Fig. 1: PDN straps and rails
Bar = 100 um. Pins as bars on the die edge. Tap cells in gray.
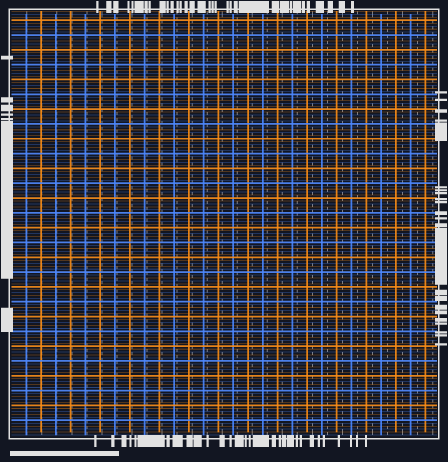
Fig. 2: cell classes on the final placement
Bar = 100 um.
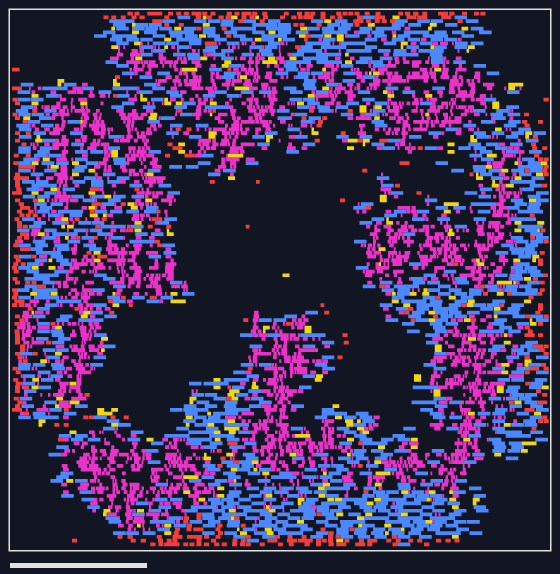
Fig. 3: routed clock nets over the placement
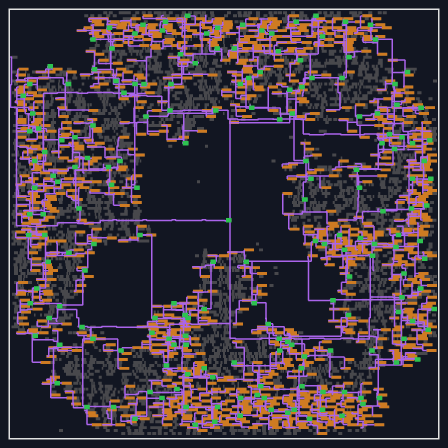
Fig. 4: signal wires by layer
Bar = 100 um. Only two layers are drawn.
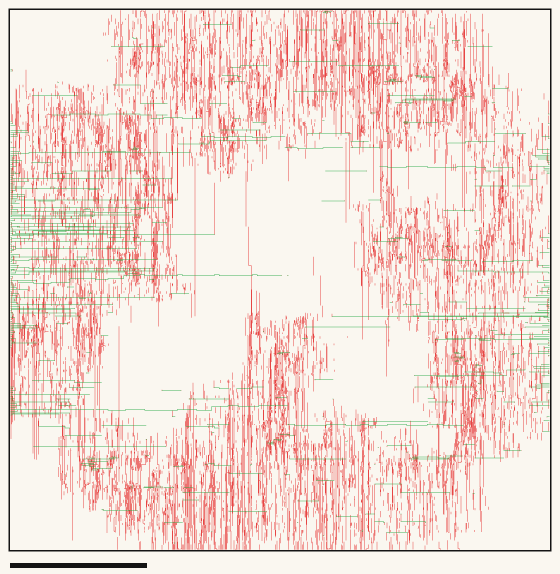
Fig. 5: cell placement
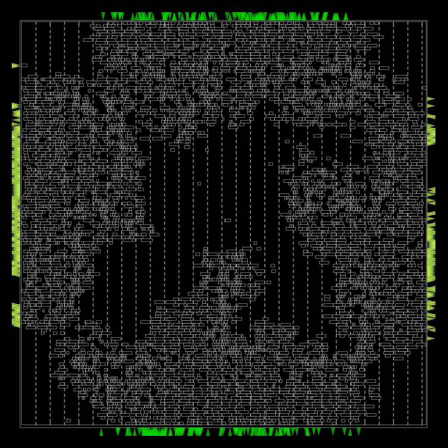
`src/rtl/psum_deskew_acc_if.sv`:
```
// Bundle of the data/handshake signals between the systolic row chains,
// the deskew/accumulate stage and the writeback consumer.
interface psum_deskew_acc_if #(
  parameter int PARTIAL_SUM_BW = 20,
  parameter int MATRIX_SIZE    = 8,
  parameter int ACC_BW         = 32
);

  logic [MATRIX_SIZE*PARTIAL_SUM_BW-1:0] ROW_RESULTS;
  logic                                  in_valid;
  logic                                  in_first;
  logic                                  in_last;
  logic [MATRIX_SIZE*ACC_BW-1:0]         ACC_OUT;
  logic                                  out_valid;
  logic                                  out_ready;
  logic                                  busy;
  logic                                  overflow_err;
  logic                                  proto_err;

  // Producer/consumer side: drives row results and ready, observes results.
  modport master (
    output ROW_RESULTS, in_valid, in_first, in_last, out_ready,
    input  ACC_OUT, out_valid, busy, overflow_err, proto_err
  );

  // Deskew/accumulate block side.
  modport slave (
    input  ROW_RESULTS, in_valid, in_first, in_last, out_ready,
    output ACC_OUT, out_valid, busy, overflow_err, proto_err
  );

endinterface

```
`src/rtl/psum_deskew_acc.sv`:
```
// psum_deskew_acc: realigns the staggered per-row partial sums coming out of
// the systolic array, accumulates the aligned vectors across K-tiles and
// presents each finished output row to writeback over valid/ready.
module psum_deskew_acc #(
  parameter int PARTIAL_SUM_BW = 20,
  parameter int MATRIX_SIZE    = 8,
  parameter int ACC_BW         = 32
) (
  input  logic             clk,
  input  logic             rstn,
  psum_deskew_acc_if.slave bus
);

  localparam int N  = MATRIX_SIZE;
  localparam int PW = PARTIAL_SUM_BW;
  localparam int D  = MATRIX_SIZE - 1;  // skew of row 0 = control delay

  localparam logic [0:0] ST_IDLE  = 1'b0;
  localparam logic [0:0] ST_ACCUM = 1'b1;

  logic [N-1:0][PW-1:0]     aligned;
  logic [D-1:0]             vld_q, first_q, last_q;
  logic                     d_valid, d_first, d_last;
  logic [0:0]               state_q, state_d;
  logic [N-1:0][ACC_BW-1:0] acc_q, sum;
  logic [N*ACC_BW-1:0]      acc_out_q;
  logic                     out_valid_q, out_valid_d, load_out;
  logic                     overflow_q, overflow_d, proto_q, proto_d;
  logic                     restart;

  // Per-row delay lines: row i waits N-1-i cycles so all rows line up with
  // the last row, which arrives last and is used undelayed.
  for (genvar gi = 0; gi < N; gi++) begin : g_row
    localparam int DEPTH = N - 1 - gi;
    logic [PW-1:0] row_in;
    assign row_in = bus.ROW_RESULTS[(N-gi-1)*PW +: PW];

    if (DEPTH == 0) begin : g_direct
      assign aligned[gi] = row_in;
    end else begin : g_delay
      logic [PW-1:0] sr_q [DEPTH];

      // Shift the row result one stage per cycle.
      always_ff @(posedge clk or negedge rstn) begin
        if (!rstn) begin
          // NOTE: these delay lines are plain registers, not RAM, so they are
          // cleared on reset; an in-flight vector must not reappear later.
          for (int k = 0; k < DEPTH; k++) sr_q[k] <= '0;
        end else begin
          sr_q[0] <= row_in;
          for (int k = 1; k < DEPTH; k++) sr_q[k] <= sr_q[k-1];
        end
      end

      assign aligned[gi] = sr_q[DEPTH-1];
    end
  end

  // Carry valid/first/last alongside row 0 so they emerge with the aligned vector.
  always_ff @(posedge clk or negedge rstn) begin
    if (!rstn) begin
      vld_q   <= '0;
      first_q <= '0;
      last_q  <= '0;
    end else begin
      // NOTE: non-blocking assignments make every stage sample the value of
      // the previous stage from before this edge, giving a true shift.
      vld_q[0]   <= bus.in_valid;
      first_q[0] <= bus.in_first;
      last_q[0]  <= bus.in_last;
      for (int k = 1; k < D; k++) begin
        vld_q[k]   <= vld_q[k-1];
        first_q[k] <= first_q[k-1];
        last_q[k]  <= last_q[k-1];
      end
    end
  end

  assign d_valid = vld_q[D-1];
  assign d_first = first_q[D-1];
  assign d_last  = last_q[D-1];

  // Per-lane sum: sign-extend each row result and add with two's-complement wrap.
  // A vector without first while idle starts a fresh sum as well.
  always_comb begin
    restart = d_first || (state_q == ST_IDLE);
    for (int i = 0; i < N; i++) begin
      sum[i] = (restart ? '0 : acc_q[i]) + ACC_BW'(signed'(aligned[i]));
    end
  end

  // Next state, output handshake and sticky error detection.
  always_comb begin
    // NOTE: every signal gets a default first so no latch is inferred.
    state_d     = state_q;
    out_valid_d = out_valid_q;
    overflow_d  = overflow_q;
    proto_d     = proto_q;
    load_out    = 1'b0;

    if (d_valid) begin
      if ((state_q == ST_IDLE) && !d_first) proto_d = 1'b1;
      if ((state_q == ST_ACCUM) && d_first && !d_last) proto_d = 1'b1;
      state_d = d_last ? ST_IDLE : ST_ACCUM;
    end

    if (out_valid_q && bus.out_ready) out_valid_d = 1'b0;

    if (d_valid && d_last) begin
      if (!out_valid_q || bus.out_ready) begin
        load_out    = 1'b1;
        out_valid_d = 1'b1;
      end else begin
        overflow_d = 1'b1;
      end
    end
  end

  // Register accumulators, output row, FSM state and flags.
  always_ff @(posedge clk or negedge rstn) begin
    if (!rstn) begin
      acc_q       <= '0;
      acc_out_q   <= '0;
      state_q     <= ST_IDLE;
      out_valid_q <= 1'b0;
      overflow_q  <= 1'b0;
      proto_q     <= 1'b0;
    end else begin
      if (d_valid) acc_q <= sum;
      if (load_out) begin
        for (int i = 0; i < N; i++) acc_out_q[(N-1-i)*ACC_BW +: ACC_BW] <= sum[i];
      end
      state_q     <= state_d;
      out_valid_q <= out_valid_d;
      overflow_q  <= overflow_d;
      proto_q     <= proto_d;
    end
  end

  assign bus.ACC_OUT      = acc_out_q;
  assign bus.out_valid    = out_valid_q;
  assign bus.busy         = (|vld_q) || (state_q == ST_ACCUM);
  assign bus.overflow_err = overflow_q;
  assign bus.proto_err    = proto_q;

endmodule

```
`src/flat_wrapper.sv`:
```
// flat-port wrapper written by rule: the top's interface ports become plain ports
module psum_deskew_acc_flat 
#(
  parameter int PARTIAL_SUM_BW = 20,
  parameter int MATRIX_SIZE    = 8,
  parameter int ACC_BW         = 32
)
  (clk, rstn, bus_ROW_RESULTS, bus_in_valid, bus_in_first, bus_in_last, bus_out_ready, bus_ACC_OUT, bus_out_valid, bus_busy, bus_overflow_err, bus_proto_err);
  psum_deskew_acc_if #(.PARTIAL_SUM_BW(PARTIAL_SUM_BW), .MATRIX_SIZE(MATRIX_SIZE), .ACC_BW(ACC_BW)) bus_i ();
  input  logic clk;
  input  logic rstn;
  input wire logic [$bits(bus_i.ROW_RESULTS)-1:0] bus_ROW_RESULTS;
  input wire logic [$bits(bus_i.in_valid)-1:0] bus_in_valid;
  input wire logic [$bits(bus_i.in_first)-1:0] bus_in_first;
  input wire logic [$bits(bus_i.in_last)-1:0] bus_in_last;
  input wire logic [$bits(bus_i.out_ready)-1:0] bus_out_ready;
  output wire logic [$bits(bus_i.ACC_OUT)-1:0] bus_ACC_OUT;
  output wire logic [$bits(bus_i.out_valid)-1:0] bus_out_valid;
  output wire logic [$bits(bus_i.busy)-1:0] bus_busy;
  output wire logic [$bits(bus_i.overflow_err)-1:0] bus_overflow_err;
  output wire logic [$bits(bus_i.proto_err)-1:0] bus_proto_err;
  assign bus_i.ROW_RESULTS = bus_ROW_RESULTS;
  assign bus_i.in_valid = bus_in_valid;
  assign bus_i.in_first = bus_in_first;
  assign bus_i.in_last = bus_in_last;
  assign bus_i.out_ready = bus_out_ready;
  assign bus_ACC_OUT = bus_i.ACC_OUT;
  assign bus_out_valid = bus_i.out_valid;
  assign bus_busy = bus_i.busy;
  assign bus_overflow_err = bus_i.overflow_err;
  assign bus_proto_err = bus_i.proto_err;
  psum_deskew_acc #(.PARTIAL_SUM_BW(PARTIAL_SUM_BW), .MATRIX_SIZE(MATRIX_SIZE), .ACC_BW(ACC_BW)) u_core (.clk(clk), .rstn(rstn), .bus(bus_i));
endmodule
```
`config.mk`:
```
export PLATFORM = sky130hd
export DESIGN_NAME = psum_deskew_acc_flat
export DESIGN_NICKNAME = d
export VERILOG_FILES = /design/src/rtl/psum_deskew_acc_if.sv /design/src/rtl/psum_deskew_acc.sv /design/src/flat_wrapper.sv
export SDC_FILE = /design/constraint.sdc
export NUM_CORES = 2
export LEC_CHECK = 0
export ABC_CLOCK_PERIOD_IN_PS = 11950
export CAP_MARGIN = 20
export CORE_UTILIZATION = 32
export CTS_BUF_LIST = sky130_fd_sc_hd__clkbuf_2 sky130_fd_sc_hd__clkbuf_4 sky130_fd_sc_hd__clkbuf_8
export DETAILED_ROUTE_END_ITERATION = 16
export PLACE_DENSITY = 0.56
export SKIP_CTS_REPAIR_TIMING = 1
export SLEW_MARGIN = 15
export SYNTH_ARGS = -nofsm -noshare
export SYNTH_HDL_FRONTEND = slang
export SYNTH_SLANG_ARGS = --single-unit
```
`constraint.sdc`:
```
create_clock -name clk -period 11.95 [get_ports clk]
set_input_delay 2.39 -clock clk [delete_from_list [all_inputs] [get_ports clk]]
set_output_delay 2.39 -clock clk [all_outputs]
set_load 0.02 [all_outputs]
```
==> impl_metrics.json <==
{
  "status": "complete, no violations",
  "mostFrequentLayoutCell": "dfrtp_1",
  "crit_slowest_cell": "o211ai_1",
  "ios": 426,
  "ys_cells": 4389,
  "synth.area.top_cells": "dfrtp_1 (56%), ha_1 (6.3%), mux2_2 (5.4%)",
  "final_nets": 5265,
  "p_leak_nw": 27.34,
  "ys_seq_share": 0.5614,
  "crit_buf_inv": 1,
  "avgSynthCellArea_sq_um": 11.14,
  "numCtsBuffers": 189,
  "cp.depth": 11,
  "setup.worst_path.start": "bus_ROW_RESULTS[4]",
  "grt_busiest_layer": "met2",
  "wl_met2_um": 55820,
  "hold_viol_final": 0,
  "critical_path.max_stage_delay_ps": 700,
  "use_met2": 0.2494,
  "tns_ps": 0,
  "cts.sinks": 1097,
  "nWellTaps": 2030,
  "numPortBuffers": 425,
  "synth_cells": 4389,
  "grt_start_max_net_pins": 180,
  "drt_iter0_drc": 1557,
  "fin_area_sq_mm": 0.05976,
  "clkbuf_count": 285,
  "end_kind": "flip-flop",
  "synth_cell_type_count": 85,
  "hold_ws_ps": 324.6,
  "drc": 0,
  "finalPower_mw": 12.27,
  "worstMarginPinSlew_ps": 1039,
  "crit_top_cell": "o211ai_1",
  "synth_area_sq_mm": 0.04890,
  "cts_tree": "done",
  "rrSetupSlack_ps": 6780,
  "arrival_ps": 6120,
  "multiInputCombCellCount": 3031,
  "critPathMaxFanout": 4,
  "layout_min_cycle_time_ps": 5345,
  "power-per-cell-area_mw_per_mm2": 205.2,
  "r2r_end": "u_core.acc_q[54]",
  "warnings": 49,
  "ctsRootBufferMaster": "clkbuf_8",
  "core_util_floorplan": 0.3219,
  "wl_met1_um": 56500,
  "holdPathStages": 0,
  "synth-async-reset-ratio": 1.000,
  "cap_violations": 0,
  "ff2ff_path_depth": 14,
  "fin_crit_sh": 0.4473,
  "crit_required_ps": 12730,
  "grt_use_met3": 0.04726,
  "use_met1": 0.2133,
  "path_clk_slew_ps": 60,
  "firstDrtPassIters": 5,
  "path_delay_family": "AND-OR/OR-AND gates",
  "wl_met3_um": 7792,
  "cts.htree.levels": 4,
  "worstSetupStartpointType": "primary input",
  "clock_area_frac": 0.07500,
  "sh_comb_area": 0.3423,
  "worstSetupEndpoint": "u_core.bus.ACC_OUT[29]",
  "fp.dieArea_sq_mm": 0.1544,
  "antenna_found_initial": 6,
  "dp_hpwl_um": 83600,
  "setup_viol": 0,
  "maxSlewHeadroom": 0.3071,
  "critPathKind": "in2reg",
  "synth_flop_count": 1097,
  "top_area_frac": 0.5614,
  "post_dp_cell_area_sq_mm": 0.05526,
  "lay_top_cells": "dfrtp_1 (1096), nand2_1 (657), clkdlybuf4s50_1 (424)",
  "register_area_sq_mm": 0.02746,
  "yosysWarnings": 0,
  "rr_startpoint": "u_core.state_q",
  "rsz0062_at_grt": "false",
  "syn_nets": 4811,
  "largestClassByArea": "flip-flops and latches",
  "area_growth_pct": 22.21,
  "viasPerCell": 4.764,
  "hold_end": "u_core.g_row[1].g_delay.sr_q[33]",
  "dp.cells": 6682,
  "hp-start": "u_core.g_row[1].g_delay.sr_q[53]",
  "antenna_cells": 6,
  "place_ws_ps": 5748,
  "grt_pass1_vias": 34410,
  "setup_slack_ps": 6605,
  "fmax_ghz": 0.1871,
  "n_all_buffers": 449,
  "buf_share": 0.07575,
  "highest_layer": "met5",
  "ys.flop_type": "dfrtp_1",
  "drive_gt1_frac": 0.1299,
  "crit_chain": "clkdlybuf4s50_1 -> ha_1 -> o211ai_1 -> o211ai_1 -> a31oi_1 -> o211ai_1 -> a31oi_1 -> or3b_2 -> a31o_2 -> xnor2_1 -> mux2_2",
  "largest_area_cell": "dfrtp_1",
  "hold_path_class": "reg2reg",
  "comb_area_sq_mm": 0.02046,
  "postRouteAntennaNets": 0,
  "yosys_area_sq_mm": 0.04890,
  "grt_pass1_wl_um": 194200,
  "edf_count": 0,
  "gp_congestion": 0.8579,
  "clk_path_buf_depth": 3,
  "n_all_inverters": 75,
  "grt-ovfl-total": 0,
  "drv_slew": 0
}
About Fig. 1:
- VDD: orange
- VSS: blue
- met4 straps: 28
- met5 straps: 28
- met1 rails: 144
- tap cells: 2030
VDD IR max: 0.1102 mV
DIE WIDTH: 392.9 um
chip height: 392.9 um
total core area: 0.1519 sq mm

About Fig. 2:
- combinational and other logic: magenta (cells 3106)
- clock drivers and dummy loads: yellow (cells 345)
- flops: blue (cells 1097)
- other buffers and delay cells: red (cells 449)
Seq/total area: 0.4594
Core Util, Final: 0.3934
# rows: 143

About Fig. 3:
- flip-flops: orange (count 1097)
- clock wires: purple (length 16000 um)
- clock drivers: green (count 189)
- routed clock nets: 190
- flops lie: widely spread
final clock skew: 46.85 ps
Clk Latency, worst-skew pair: 940 ps

About Fig. 4:
- metal 3: green (wire length 7790 um)
- metal 2: red (wire length 55.8 mm)
via count: 33.51k
GRT Resource Usage Total: 0.1607
drt total wl: 123300 um
Avg WL per Cell: 17.53 um

About Fig. 5:
Non-Filler Instances: 7033
Seq Cell Count: 1097
Fill cells: 14.68k

## synthesized netlist by cell type, types with 7 or more instances
master     count
nand2_1      657
fa_1           8
o21a_1        37
o211ai_1      16
o221ai_1       8
clkbuf_1     163
a21o_1       161
o21bai_1      40
o21ai_0      205
mux2i_1        8
nand3_1       62
buf_1         13
nor3_1        52
nand4_1       49
dfrtp_1     1097
a31o_2         8
nor2b_1       31
ha_1         248
nor4_1         9
a21oi_1      253
a21boi_0      10
nand2b_1      28
o2111ai_1      7
a211oi_1      22
and4_1        10
a31oi_1       33
or3_1         11
and2_1       262
xnor2_1      137
mux2_2       234
o21ai_1        8
nor2_1       159
xor2_1        67
inv_1         74
nor3b_1       11
o31ai_1       31
and3_1        30
nand3b_1      11
## sequential cells by signal (all words and copies together) (netlist names), 7 cells and up
| register | cells |
|---|---|
| u_core.vld_q | 7 |
| u_core.aligned | 120 |
| u_core.first_q | 7 |
| u_core.g_row.g_delay.sr_q | 440 |
| u_core.last_q | 7 |
| u_core.bus.ACC_OUT | 256 |
| u_core.acc_q | 256 |
## kinds of logic (layout without fill, tap and decap cells)
| group | after synthesis | after routing | share of synthesized area |
|---|---|---|---|
| buffers and inverters | 261 | 869 | 0.02085 |
| adder cells (fa/ha/maj) | 256 | 256 | 0.06673 |
| other | 0 | 6 | 0 |
| AND/OR/NAND/NOR | 1406 | 1406 | 0.1372 |
| multiplexers | 243 | 243 | 0.05583 |
| flip-flops | 1097 | 1097 | 0.5614 |
| AND-OR/OR-AND | 921 | 921 | 0.1210 |
| XOR/XNOR | 205 | 205 | 0.03702 |
## report_power, final
part           leakage, nW  total, mW  switching, mW  internal, mW
clock                 2.33       3.93           1.66          2.27
combinational         12.1       3.49           1.93          1.56
sequential            12.9       4.84          0.407          4.44
Power figures rest on the tool's default switching activity, not on a simulated workload.
